[src/rtl/stage_operand_feeder.sv]
// stage_operand_feeder: primes a beat FIFO, then streams one beat per step to a stage consumer.
// Define FEEDER_UNDERRUN_CNT_EN to build the saturating starvation counter behind underrun_cnt_o.
module stage_operand_feeder #(
    parameter int PARA          = 8,
    parameter int WIDTH         = 16,
    parameter int PARALLEL_SIZE = 2,
    parameter int DEPTH         = 16,
    parameter int PRIME_LEVEL   = 4
) (
    input  logic                                      clk_i,
    input  logic                                      rst_i,
    input  logic                                      start_i,
    input  logic                                      flush_i,
    input  logic [6:0][PARA-1:0]                      boundary_i,
    input  logic                                      in_valid_i,
    output logic                                      in_ready_o,
    input  logic [PARALLEL_SIZE-1:0][WIDTH-1:0]       in_operand_i,
    input  logic [PARALLEL_SIZE-1:0][WIDTH-1:0]       in_scale_i,
    output logic [6:0][PARA-1:0]                      stage_boundary_o,
    output logic                                      stage2_rst_o,
    output logic [PARALLEL_SIZE-1:0][WIDTH-1:0]       operand_o,
    output logic [PARALLEL_SIZE-1:0][WIDTH-1:0]       scale_o,
    output logic [PARALLEL_SIZE-1:0][WIDTH-1:0]       pos_o,
    output logic                                      out_valid_o,
    output logic [PARA:0]                             step_o,
    output logic                                      busy_o,
    output logic                                      done_o,
    output logic                                      underrun_o,
    output logic [PARA-1:0]                           underrun_cnt_o
);
    localparam int AW = $clog2(DEPTH);
    localparam int BW = 2 * PARALLEL_SIZE * WIDTH;
    typedef enum logic [1:0] {IDLE, PRIME, RUN, DONE} state_t;
    state_t state_q, state_d;
    logic [BW-1:0] mem_q [DEPTH];
    logic [AW-1:0] wptr_q, wptr_d, rptr_q, rptr_d;
    logic [AW:0] cnt_q, cnt_d;
    logic [6:0][PARA-1:0] bnd_q, bnd_d;
    logic [PARA:0] step_q, step_d;
    logic [PARALLEL_SIZE-1:0][WIDTH-1:0] opnd_q, opnd_d, scl_q, scl_d;
    logic vld_q, vld_d, done_q, done_d, srst_q, srst_d, unr_q, unr_d;
    logic push, pop, empty, last, emit, start_acc;
    assign in_ready_o = !cnt_q[AW];
    assign empty      = cnt_q == '0;
    assign push       = in_valid_i && in_ready_o && !flush_i;
    assign last       = step_q == {1'b0, bnd_q[6]};
    assign start_acc  = state_q == IDLE && start_i && !flush_i;
    // emit marks an edge that puts a step onto the outputs (first from PRIME, then each RUN step)
    assign emit = !flush_i && ((state_q == PRIME && cnt_q >= (AW+1)'(PRIME_LEVEL)) ||
                               (state_q == RUN && !last));
    assign pop  = emit && !empty;
    always_ff @(posedge clk_i)
        if (push) mem_q[wptr_q] <= {in_operand_i, in_scale_i};
    always_comb begin
        state_d = state_q;
        bnd_d   = bnd_q;
        step_d  = step_q;
        unr_d   = unr_q;
        opnd_d  = '0;
        scl_d   = '0;
        vld_d   = 1'b0;
        done_d  = 1'b0;
        srst_d  = 1'b1;
        wptr_d  = wptr_q + AW'(push);
        rptr_d  = rptr_q + AW'(pop);
        cnt_d   = cnt_q + (AW+1)'(push) - (AW+1)'(pop);
        case (state_q)
            IDLE:    if (start_acc) begin bnd_d = boundary_i; unr_d = 1'b0; state_d = PRIME; end
            PRIME:   if (emit) state_d = RUN;
            RUN:     if (last) begin state_d = DONE; done_d = 1'b1; end
            default: state_d = IDLE;
        endcase
        if (emit) begin
            srst_d = 1'b0;
            vld_d  = !empty;
            unr_d  = unr_q | empty;
            step_d = state_q == RUN ? step_q + 1'b1 : '0;
            if (!empty) {opnd_d, scl_d} = mem_q[rptr_q];
        end
        if (flush_i) begin
            state_d = IDLE;
            wptr_d  = '0;
            rptr_d  = '0;
            cnt_d   = '0;
            step_d  = '0;
            done_d  = 1'b0;
        end
    end
    always_ff @(posedge clk_i or posedge rst_i)
        if (rst_i) begin
            state_q <= IDLE;
            wptr_q  <= '0;
            rptr_q  <= '0;
            cnt_q   <= '0;
            bnd_q   <= '0;
            step_q  <= '0;
            opnd_q  <= '0;
            scl_q   <= '0;
            vld_q   <= 1'b0;
            done_q  <= 1'b0;
            srst_q  <= 1'b1;
            unr_q   <= 1'b0;
        end else begin
            state_q <= state_d;
            wptr_q  <= wptr_d;
            rptr_q  <= rptr_d;
            cnt_q   <= cnt_d;
            bnd_q   <= bnd_d;
            step_q  <= step_d;
            opnd_q  <= opnd_d;
            scl_q   <= scl_d;
            vld_q   <= vld_d;
            done_q  <= done_d;
            srst_q  <= srst_d;
            unr_q   <= unr_d;
        end
    for (genvar i = 0; i < PARALLEL_SIZE; i++) begin : g_pos
        assign pos_o[i] = state_q == RUN ? WIDTH'(32'(step_q) * PARALLEL_SIZE + i) : '0;
    end
`ifdef FEEDER_UNDERRUN_CNT_EN
    logic [PARA-1:0] ucnt_q, ucnt_d;
    always_comb begin
        ucnt_d = ucnt_q;
        if (start_acc) ucnt_d = '0;
        else if (emit && empty && !(&ucnt_q)) ucnt_d = ucnt_q + 1'b1;
    end
    always_ff @(posedge clk_i or posedge rst_i)
        if (rst_i) ucnt_q <= '0;
        else ucnt_q <= ucnt_d;
    assign underrun_cnt_o = ucnt_q;
`else
    assign underrun_cnt_o = '0;
`endif
    assign stage_boundary_o = bnd_q;
    assign stage2_rst_o     = srst_q;
    assign operand_o        = opnd_q;
    assign scale_o          = scl_q;
    assign out_valid_o      = vld_q;
    assign step_o           = step_q;
    assign busy_o           = state_q == PRIME || state_q == RUN;
    assign done_o           = done_q;
    assign underrun_o       = unr_q;
endmodule

[config.mk]
export PLATFORM = sky130hd
export DESIGN_NAME = stage_operand_feeder
export DESIGN_NICKNAME = d
export VERILOG_FILES = /design/src/rtl/stage_operand_feeder.sv
export SDC_FILE = /design/constraint.sdc
export NUM_CORES = 1
export LEC_CHECK = 0
export CAP_MARGIN = 20
export CORE_MARGIN = 1
export CORE_UTILIZATION = 55
export DETAILED_ROUTE_END_ITERATION = 12
export GPL_TIMING_DRIVEN = 0
export PLACE_DENSITY = 0.75
export SYNTH_ARGS = -nofsm -noshare
export SYNTH_HDL_FRONTEND = slang
export SYNTH_SLANG_ARGS = --single-unit
export TNS_END_PERCENT = 100
[constraint.sdc]
create_clock -name clk_i -period 7.3 [get_ports clk_i]
set_input_delay 1.46 -clock clk_i [delete_from_list [all_inputs] [get_ports clk_i]]
set_output_delay 1.46 -clock clk_i [all_outputs]
set_load 0.03 [all_outputs]
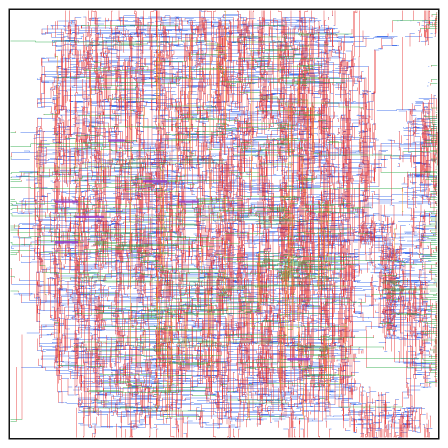
(images/wires.png)
layer	color	wire length
metal 4	orange	3,120 um
metal 2	red	55.3 mm
metal 5	purple	94.8 um
metal 3	green	10,900 um
metal 1	blue	39.4 mm

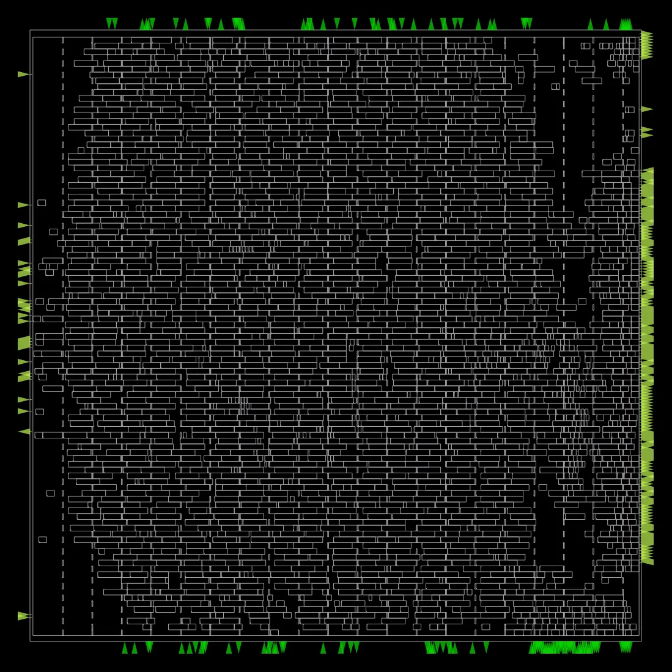
(images/placement.png)
# rows: 103
# Taps: 1,050
Flops: 1,172
CORE AREA: 79,520 um2
Post-Route Utilization: 68.13%

==> impl_metrics.py <==
# Metrics from the implementation run
metrics = {
    "run_status": {
        "status": "completed",
    },
    "global_routing": {
        "grt_pass1_wl_um": 155600,
        "grt_util_met3_pct": 6.184,
        "antenna_found_initial": 11,
        "grt_max_degree": 85,
        "met1_usage_pct": 35.15,
        "track_usage_pct": 26.86,
        "grt-ovfl-total": 0,
        "grt_use_met2_pct": 45.06,
    },
    "yosys": {
        "ys_seq_share_pct": 77.51,
        "fa_ha_area_share_pct": 0.4672,
        "ys_area_um2": 44450,
        "ys_ff": 1172,
        "ys_sh_aoi_pct": 0.3884,
        "yosysWarnings": 0,
        "syn_area_um2": 44450,
        "synthSimpleGateAreaFrac_pct": 2.153,
        "edf_count": 1024,
        "xor_share_pct": 0.3152,
        "ys_cells": 1909,
        "syn_avg_cell_area_um2": 23.29,
        "yosys-top-cells-count": "edfxtp_1, mux4_2, dfrtp_1, nor2b_1, clkbuf_1",
        "yosysTopAreaCell": "edfxtp_1",
        "synth.logic.top_family": "multiplexers",
        "ys.flop_type": "edfxtp_1",
        "async_flop_share_pct": 12.63,
        "synth_top_cell_by_count": "edfxtp_1",
        "yosysUniqueCellTypes": 50,
        "netlist.area_leader.share_pct": 69.17,
    },
    "final_layout": {
        "lay_top_cells": "edfxtp_1, mux4_2, clkdlybuf4s50_1",
        "regMostFlops": "mem_q",
        "layout_top_cell": "edfxtp_1",
        "final_area_um2": 54170,
        "finalNonFillerCells": 3549,
        "area_growth_pct": 21.86,
        "finalNetCount": 2536,
        "largest_register_ff_count": 1024,
    },
    "final_timing": {
        "worst_slack_ns": 2.675,
        "setup_viol": 0,
        "slew_violations": 0,
        "fin_setup_tns_ns": 0,
        "worstMarginPinSlew_ns": 1.131,
        "maxSlewHeadroom_pct": 24.57,
        "clock_skew_ns": 0.02324,
        "holdWs_ns": 0.5022,
        "fmax_ghz": 0.2162,
    },
    "cts": {
        "postCtsHoldBufs": 0,
        "clk_pin_slew_worst_paths_ns": 0.06,
        "clk_latency_ns": 0.68,
        "cts_setup_buffers": 0,
        "cts_root_buf": "clkbuf_16",
        "cts_made_buffers": 114,
        "clockBufferDepth": 3,
        "cts_resized": 0,
        "cts_sinks": 1172,
        "tritoncts": "done",
    },
    "pwr": {
        "powerComb_mw": 2.68,
        "comb_power_share_pct": 16.3,
        "p_int_mw": 12.40,
        "seq-power_mw": 7.72,
        "finalPower_mw": 16.45,
        "p_clk_mw": 6.05,
        "seqPwrFrac_pct": 47.0,
        "leakage_nw": 17.59,
        "switching_share_pct": 24.61,
        "switching_power_mw": 4.047,
        "maxPowerGroup": "registers",
        "cellPowerDensity_nw_per_um2": 303.6,
    },
    "setup_path": {
        "crit_path_max_fanout": 18,
        "end_kind": "flip-flop",
        "path_cells": "clkdlybuf4s50_1 -> nor3b_1 -> nand3b_1 -> nor2_4 -> buf_12 -> buf_12",
        "endpoint": "mem_q[10][30]",
        "crit_type": "in -> reg",
        "cpMostUsedCell": "buf_12",
        "rrSetupSlack_ns": 3.40,
        "crit-reg2reg-launch": "cnt_q[3]",
        "worst_r2r_endpoint": "cnt_q[4]",
        "slowest_stage": "nor2_4",
        "crit_path_start_kind": "input pin",
        "cp_data_required_time_ns": 7.66,
        "worst_ep_arrival_time_ns": 4.99,
    },
    "floorplanning": {
        "die_w_um": 286.3,
        "pin_count": 300,
        "initCoreUtil_pct": 55.91,
        "fp.dieH_um": 286.3,
    },
    "placement": {
        "pre_cts_ws_ns": 2.177,
        "port_buffers": 277,
        "place_inst": 3317,
        "gp_congestion": 0.8158,
    },
    "worst_hold_path": {
        "hp-class": "reg -> reg",
        "min_to": "stage_boundary_o[10]",
    },
    "detailed_routing": {
        "drc_errors": 0,
        "vias_per_cell": 6.210,
        "ant_nets": 0,
        "via_count": 22040,
        "dr.pass1.iters": 5,
    },
    "job": {
        "warnings": 31,
        "max-cap-violations": 0,
    },
}
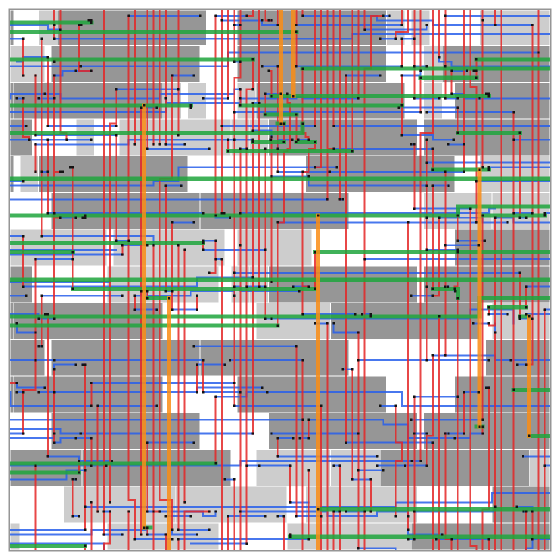
(images/detail.png)
Region (123, 66) to (163, 106) um. Cells in gray, sequential cells in the stronger gray; small squares are vias.
layer	color
metal 3	green
metal 2	red
metal 4	orange
metal 1	blue
most frequent	edfxtp_1 (30), clkbuf_1 (9), mux4_2 (9)
sequential cells in the window	30
cells with their middle in the window	62
netlist names of flops here include	mem_q (30)

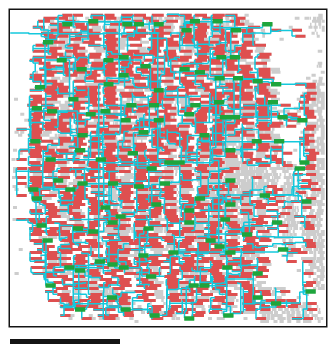
(images/clk_routes.png)
The bar under the picture is 100 um long.
[clock wires] cyan | length: 12,500 um
[flip-flops] red | count: 1,172
[clock drivers] green | count: 114
routed clock nets	115
flops lie	spread over the die

[worst max-delay path, delay by kind of cell]
family / cells / cell delay (ns)
buf+inv: 3 / 0.98
simple gates: 3 / 2.50
[layout make-up]
| cell class | instances | area [um2] |
|---|---|---|
| repair buffers | 350 | 4282 |
| fillers | 4613 | 25340 |
| clock inverters | 65 | 723.2 |
| flip-flops and latches | 1172 | 34450 |
| clock buffers | 150 | 3171 |
| well taps | 1050 | 1314 |
| multi-input cells | 617 | 9529 |
| inverters | 16 | 65.06 |
| diodes | 5 | 12.51 |
| plain buffers | 124 | 620.6 |
[metal layers]
metal | up-vias | part of all wire [%]
met3 | 208 | 10
met4 | 14 | 2.9
met2 | 1345 | 51
met5 | - | 0.086
li1 | 8882 | -
met1 | 11590 | 36
Power figures rest on the tool's default switching activity, not on a simulated workload.
